final_clocks.png
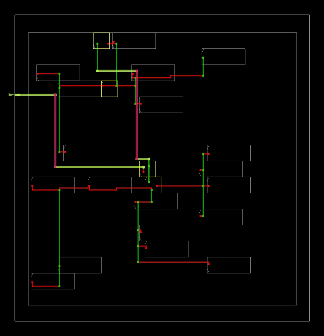
metal_stack.png
(8 px per um)
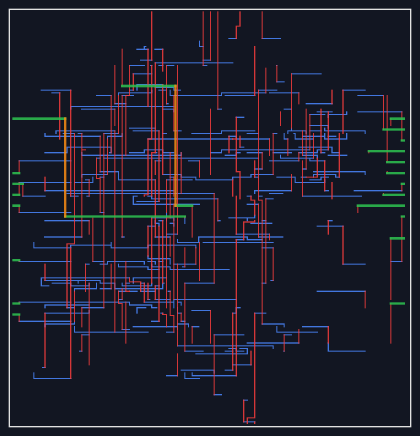
port_nets.png
(10 px per um)
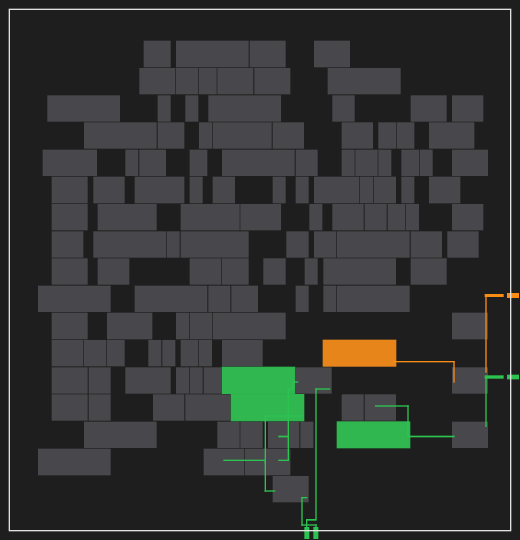
[src/rtl/fifo_pkg.sv]
// Shared definitions for the FIFO control slice: FSM state encoding and
// the {wr_en, rd_en} op-codes sampled every clock.
package fifo_pkg;

  typedef enum logic [2:0] {
    INIT     = 3'b000,
    NO_OP    = 3'b001,
    WRITE    = 3'b010,
    WR_ERROR = 3'b011,
    READ     = 3'b100,
    RD_ERROR = 3'b101,
    WR_RD    = 3'b110
  } state_t;

  localparam logic [1:0] OP_NONE  = 2'b00;
  localparam logic [1:0] OP_READ  = 2'b01;
  localparam logic [1:0] OP_WRITE = 2'b10;
  localparam logic [1:0] OP_BOTH  = 2'b11;

endpackage

[src/rtl/fifo_ctrl_if.sv]
// Request/status bundle between the FIFO user and fifo_ctrl.
// FIFO_ALMOST_FLAGS_EN adds the almost_full / almost_empty status lines.
interface fifo_ctrl_if #(
  parameter int DEPTH = 8,
  parameter int AW    = $clog2(DEPTH)
);
  // Handshake: wr_en/rd_en are sampled at each posedge; the matching
  // ack (accepted) or err (rejected) pulses for exactly one cycle after.
  logic             wr_en;
  logic             rd_en;
  logic [DEPTH-1:0] wr_row_en;
  logic [AW-1:0]    rd_ptr;
  logic             full;
  logic             empty;
  logic             wr_ack;
  logic             wr_err;
  logic             rd_ack;
  logic             rd_err;
  logic [AW:0]      data_count;
`ifdef FIFO_ALMOST_FLAGS_EN
  logic             almost_full;
  logic             almost_empty;
`endif

  modport master (
`ifdef FIFO_ALMOST_FLAGS_EN
    input  almost_full, almost_empty,
`endif
    output wr_en, rd_en,
    input  wr_row_en, rd_ptr, full, empty,
    input  wr_ack, wr_err, rd_ack, rd_err, data_count
  );

  modport slave (
`ifdef FIFO_ALMOST_FLAGS_EN
    output almost_full, almost_empty,
`endif
    input  wr_en, rd_en,
    output wr_row_en, rd_ptr, full, empty,
    output wr_ack, wr_err, rd_ack, rd_err, data_count
  );

endinterface

[src/rtl/fifo_cal_addr.sv]
// Next-state arithmetic for the FIFO pointers and occupancy, plus the
// one-hot row write-enable decode. Purely combinational.
module fifo_cal_addr #(
  parameter int DEPTH = 8,
  parameter int AW    = $clog2(DEPTH)
) (
  input  logic             reset,
  input  logic             wr_en,
  input  logic             rd_en,
  input  logic             full,
  input  logic             empty,
  input  logic [AW-1:0]    wr_ptr,
  input  logic [AW-1:0]    rd_ptr,
  input  logic [AW:0]      data_count,
  output logic             wr_accept,
  output logic             rd_accept,
  output logic [AW-1:0]    wr_ptr_nxt,
  output logic [AW-1:0]    rd_ptr_nxt,
  output logic [AW:0]      count_nxt,
  output logic [DEPTH-1:0] wr_row_en
);

  always_comb begin
    wr_accept  = !reset && wr_en && !full;
    rd_accept  = !reset && rd_en && !empty;
    // DEPTH is a power of two, so the AW-bit add wraps DEPTH-1 -> 0.
    wr_ptr_nxt = wr_accept ? wr_ptr + AW'(1) : wr_ptr;
    rd_ptr_nxt = rd_accept ? rd_ptr + AW'(1) : rd_ptr;
    count_nxt  = data_count;
    if (wr_accept && !rd_accept)
      count_nxt = data_count + (AW+1)'(1);
    else if (rd_accept && !wr_accept)
      count_nxt = data_count - (AW+1)'(1);
    wr_row_en = '0;
    if (wr_accept)
      wr_row_en[wr_ptr] = 1'b1;
  end

endmodule

[src/rtl/fifo_ctrl.sv]
// FIFO control stage: pointer/count registers and the op-recording FSM.
// FIFO_ALMOST_FLAGS_EN enables registered almost_full / almost_empty.
module fifo_ctrl
  import fifo_pkg::*;
#(
  parameter int DEPTH = 8,
  parameter int AW    = $clog2(DEPTH)
) (
  input  logic         clk,
  input  logic         reset,
  fifo_ctrl_if.slave   bus,
  output state_t       state
);

  localparam logic [AW:0] DEPTH_C = (AW+1)'(DEPTH);

  logic [AW-1:0] wr_ptr, rd_ptr;
  logic [AW-1:0] wr_ptr_nxt, rd_ptr_nxt;
  logic [AW:0]   data_count, count_nxt;
  logic          full, empty;
  logic          wr_accept, rd_accept;
  logic          wr_ack, wr_err, rd_ack, rd_err;

  fifo_cal_addr #(.DEPTH(DEPTH), .AW(AW)) u_cal_addr (
    .reset      (reset),
    .wr_en      (bus.wr_en),
    .rd_en      (bus.rd_en),
    .full       (full),
    .empty      (empty),
    .wr_ptr     (wr_ptr),
    .rd_ptr     (rd_ptr),
    .data_count (data_count),
    .wr_accept  (wr_accept),
    .rd_accept  (rd_accept),
    .wr_ptr_nxt (wr_ptr_nxt),
    .rd_ptr_nxt (rd_ptr_nxt),
    .count_nxt  (count_nxt),
    .wr_row_en  (bus.wr_row_en)
  );

  always_ff @(posedge clk) begin
    if (reset) begin
      state      <= INIT;
      wr_ptr     <= '0;
      rd_ptr     <= '0;
      data_count <= '0;
      full       <= 1'b0;
      empty      <= 1'b1;
      wr_ack     <= 1'b0;
      wr_err     <= 1'b0;
      rd_ack     <= 1'b0;
      rd_err     <= 1'b0;
    end else begin
      wr_ptr     <= wr_ptr_nxt;
      rd_ptr     <= rd_ptr_nxt;
      data_count <= count_nxt;
      full       <= (count_nxt == DEPTH_C);
      empty      <= (count_nxt == '0);
      wr_ack     <= wr_accept;
      wr_err     <= bus.wr_en && !wr_accept;
      rd_ack     <= rd_accept;
      rd_err     <= bus.rd_en && !rd_accept;
      case ({bus.wr_en, bus.rd_en})
        OP_NONE:  state <= NO_OP;
        OP_WRITE: state <= wr_accept ? WRITE : WR_ERROR;
        OP_READ:  state <= rd_accept ? READ : RD_ERROR;
        OP_BOTH: begin
          // At a boundary only one side can proceed; the state names it.
          if (wr_accept && rd_accept) state <= WR_RD;
          else if (wr_accept)         state <= WRITE;
          else                        state <= READ;
        end
        default:  state <= NO_OP;
      endcase
    end
  end

`ifdef FIFO_ALMOST_FLAGS_EN
  logic almost_full, almost_empty;

  always_ff @(posedge clk) begin
    if (reset) begin
      almost_full  <= 1'b0;
      almost_empty <= 1'b0;
    end else begin
      almost_full  <= (count_nxt == DEPTH_C - (AW+1)'(1));
      almost_empty <= (count_nxt == (AW+1)'(1));
    end
  end

  assign bus.almost_full  = almost_full;
  assign bus.almost_empty = almost_empty;
`endif

  assign bus.rd_ptr     = rd_ptr;
  assign bus.full       = full;
  assign bus.empty      = empty;
  assign bus.data_count = data_count;
  assign bus.wr_ack     = wr_ack;
  assign bus.wr_err     = wr_err;
  assign bus.rd_ack     = rd_ack;
  assign bus.rd_err     = rd_err;

endmodule

[src/flat_wrapper.sv]
// flat-port wrapper written by rule: the top's interface ports become plain ports
module fifo_ctrl_flat import fifo_pkg::*;
#(
  parameter int DEPTH = 8,
  parameter int AW    = $clog2(DEPTH)
)
  (clk, reset, state, bus_wr_en, bus_rd_en, bus_wr_row_en, bus_rd_ptr, bus_full, bus_empty, bus_wr_ack, bus_wr_err, bus_rd_ack, bus_rd_err, bus_data_count);
  fifo_ctrl_if #(.DEPTH(DEPTH), .AW(AW)) bus_i ();
  input  logic clk;
  input  logic reset;
  output state_t state;
  input wire logic [$bits(bus_i.wr_en)-1:0] bus_wr_en;
  input wire logic [$bits(bus_i.rd_en)-1:0] bus_rd_en;
  output wire logic [$bits(bus_i.wr_row_en)-1:0] bus_wr_row_en;
  output wire logic [$bits(bus_i.rd_ptr)-1:0] bus_rd_ptr;
  output wire logic [$bits(bus_i.full)-1:0] bus_full;
  output wire logic [$bits(bus_i.empty)-1:0] bus_empty;
  output wire logic [$bits(bus_i.wr_ack)-1:0] bus_wr_ack;
  output wire logic [$bits(bus_i.wr_err)-1:0] bus_wr_err;
  output wire logic [$bits(bus_i.rd_ack)-1:0] bus_rd_ack;
  output wire logic [$bits(bus_i.rd_err)-1:0] bus_rd_err;
  output wire logic [$bits(bus_i.data_count)-1:0] bus_data_count;
  assign bus_i.wr_en = bus_wr_en;
  assign bus_i.rd_en = bus_rd_en;
  assign bus_wr_row_en = bus_i.wr_row_en;
  assign bus_rd_ptr = bus_i.rd_ptr;
  assign bus_full = bus_i.full;
  assign bus_empty = bus_i.empty;
  assign bus_wr_ack = bus_i.wr_ack;
  assign bus_wr_err = bus_i.wr_err;
  assign bus_rd_ack = bus_i.rd_ack;
  assign bus_rd_err = bus_i.rd_err;
  assign bus_data_count = bus_i.data_count;
  fifo_ctrl #(.DEPTH(DEPTH), .AW(AW)) u_core (.clk(clk), .reset(reset), .bus(bus_i), .state(state));
endmodule
[config.mk]
export PLATFORM = sky130hd
export DESIGN_NAME = fifo_ctrl_flat
export DESIGN_NICKNAME = d
export VERILOG_FILES = /design/src/rtl/fifo_pkg.sv /design/src/rtl/fifo_ctrl_if.sv /design/src/rtl/fifo_cal_addr.sv /design/src/rtl/fifo_ctrl.sv /design/src/flat_wrapper.sv
export SDC_FILE = /design/constraint.sdc
export NUM_CORES = 1
export LEC_CHECK = 0
export CAP_MARGIN = 10
export CORE_AREA = 2 2 48 50
export DETAILED_ROUTE_END_ITERATION = 12
export DIE_AREA = 0 0 50 52
export GPL_TIMING_DRIVEN = 0
export MAX_ROUTING_LAYER = met4
export PLACE_DENSITY = 0.76
export SLEW_MARGIN = 20
export SYNTH_ARGS = -nofsm -noshare
export SYNTH_HDL_FRONTEND = slang
export SYNTH_HIERARCHICAL = 1
export SYNTH_SLANG_ARGS = --single-unit
[constraint.sdc]
create_clock -name clk -period 2.3 [get_ports clk]
set_input_delay 0.345 -clock clk [delete_from_list [all_inputs] [get_ports clk]]
set_output_delay 0.345 -clock clk [all_outputs]
set_load 0.01 [all_outputs]
==> out/metrics.yaml <==
synthesis:
  synthAdderAreaFrac_pct: 5.533
  yosys_top_cell_by_area: "sky130_fd_sc_hd__dfxtp_1"
  yosys-top-cells-area: "sky130_fd_sc_hd__dfxtp_1 42%, sky130_fd_sc_hd__nor2b_1 6.2%, sky130_fd_sc_hd__ha_1 5.5%"
  xor_share_pct: 6.777
  post-synth-top-count-cell: "sky130_fd_sc_hd__dfxtp_1"
  synth_area_um2: 904.6
  edf_count: 0
  synth_top_area_share_pct: 42.05
  ys.flops: 19
  synth.area.mux_share_pct: 1.245
  synth_seq_share_pct: 42.05
floorplanning:
  floorplan.initialDensity_pct: 42.96
  core_region_area_um2: 2106
  die_h_um: 52
status:
  outcome: "completed"
grt:
  largest_net_degree_at_the_start_of_global_routing: 13
  groute.layer.met3.usage_pct: 3.448
  antenna_violations_before_repair: 0
  grt.busiest_layer: "met2"
  grt-ovfl-total: 0
  first_global_vias: 662
power:
  seq_cell_power_w: 0.000416
  vdd_drop_max_mv: 0.6278
  total_net_switching_power_w: 0.0003000
  pwr_density_cell_nw_per_um2: 715.0
critical_path:
  timing.critical_path.fanout_max: 6
  critical_path.cell_chain: "nand2b_4 -> or2_1 -> buf_6 -> nor3_1 -> clkdlybuf4s50_1"
  criticalPathCategory: "reg -> out"
  critical_path_cell_count: 5
  crit_buf_inv: 2
  worst-r2r-cell-count: 9
timing:
  grt_setup_unrepaired: "false"
  timing.final.hold_violations: 0
  maxClockFrequency_mhz: 449.9
  worstMarginPinSlew_ns: 0.4258
  timing.final.crit_period_ns: 2.223
  drv_slew: 0
  number_of_setup_violations_in_the_final_report: 0
cts:
  cts_buffers: 3
  clock_tree.buffer_depth: 2
  cts.repair_timing.setup_buffer_count: 0
  maximum_level_of_the_cts_h_tree: 1
placement:
  placed_cells_incl_taps: 150
  globalplace.congestion: 0.7177
  hpwl_um: 1316
  pre_cts_slack_ns: -0.3319
final_layout:
  finalNonFillerCells: 154
  proportion_of_layout_cells_with_a_drive_suffix_above_1_pct: 11.90
  design_area_um2: 1240
run:
  warning_count: 27
detailed_routing:
  met2_wirelength_um: 829
  drt-pass1-iter-count: 3
  remaining_drc_errors: 0
About final_clocks.png:
clock skew after layout: 0.01047 ns
Clock Sinks: 19
clock network power: 0.000177 W

About metal_stack.png:
legend:
  blue:
    layer: met1
    wire_length: 818 um
  red:
    layer: met2
    wire_length: 830 um
  orange:
    layer: met4
    wire_length: 27.2 um
  green:
    layer: met3
    wire_length: 60.3 um
global router's overall resource usage: 15.20%
total length of routed wires: 1734 um
via count: 724
post-DR wirelength/cell: 11.26 um

About port_nets.png:
legend:
  orange:
    port: bus_rd_ack
    bits: 1
    direction: output
    edge: east
    end_cells: 1
    buffers: 1
    wire: 17.3 um
  green:
    port: bus_rd_ptr
    bits: 3
    direction: output
    edge: 2 south, 1 east
    end_cells: 3
    buffers: 3
    wire: 65.4 um
count of port buffers added during placement: 27
I/O pins: 28

-- path summary, 6_finish.rpt --
kind	from	end	slack (ns)
max	u_core/bus.full	bus_wr_row_en[4]	0.08
max reg2reg	u_core/bus.full	u_core/bus.full	0.47
min reg2reg	u_core/bus.rd_ptr[2]	u_core/bus.rd_ptr[2]	0.58
min	bus_wr_en	u_core/state[2]	0.53
-- cell type report --
class                           instances  area (um2)  share of cell area [%]
Multi-Input combinational cell         66       465.4                   37.54
Sequential cell                        19       380.4                   30.68
Inverter                                8       42.54                   3.431
Clock inverter                          1       7.507                  0.6054
Tap cell                               28       35.03                   2.825
Clock buffer                            3       22.52                   1.816
Buffer                                  2       22.52                   1.816
Timing Repair Buffer                   27       264.0                   21.29
Power and IR drop assume default switching activity.
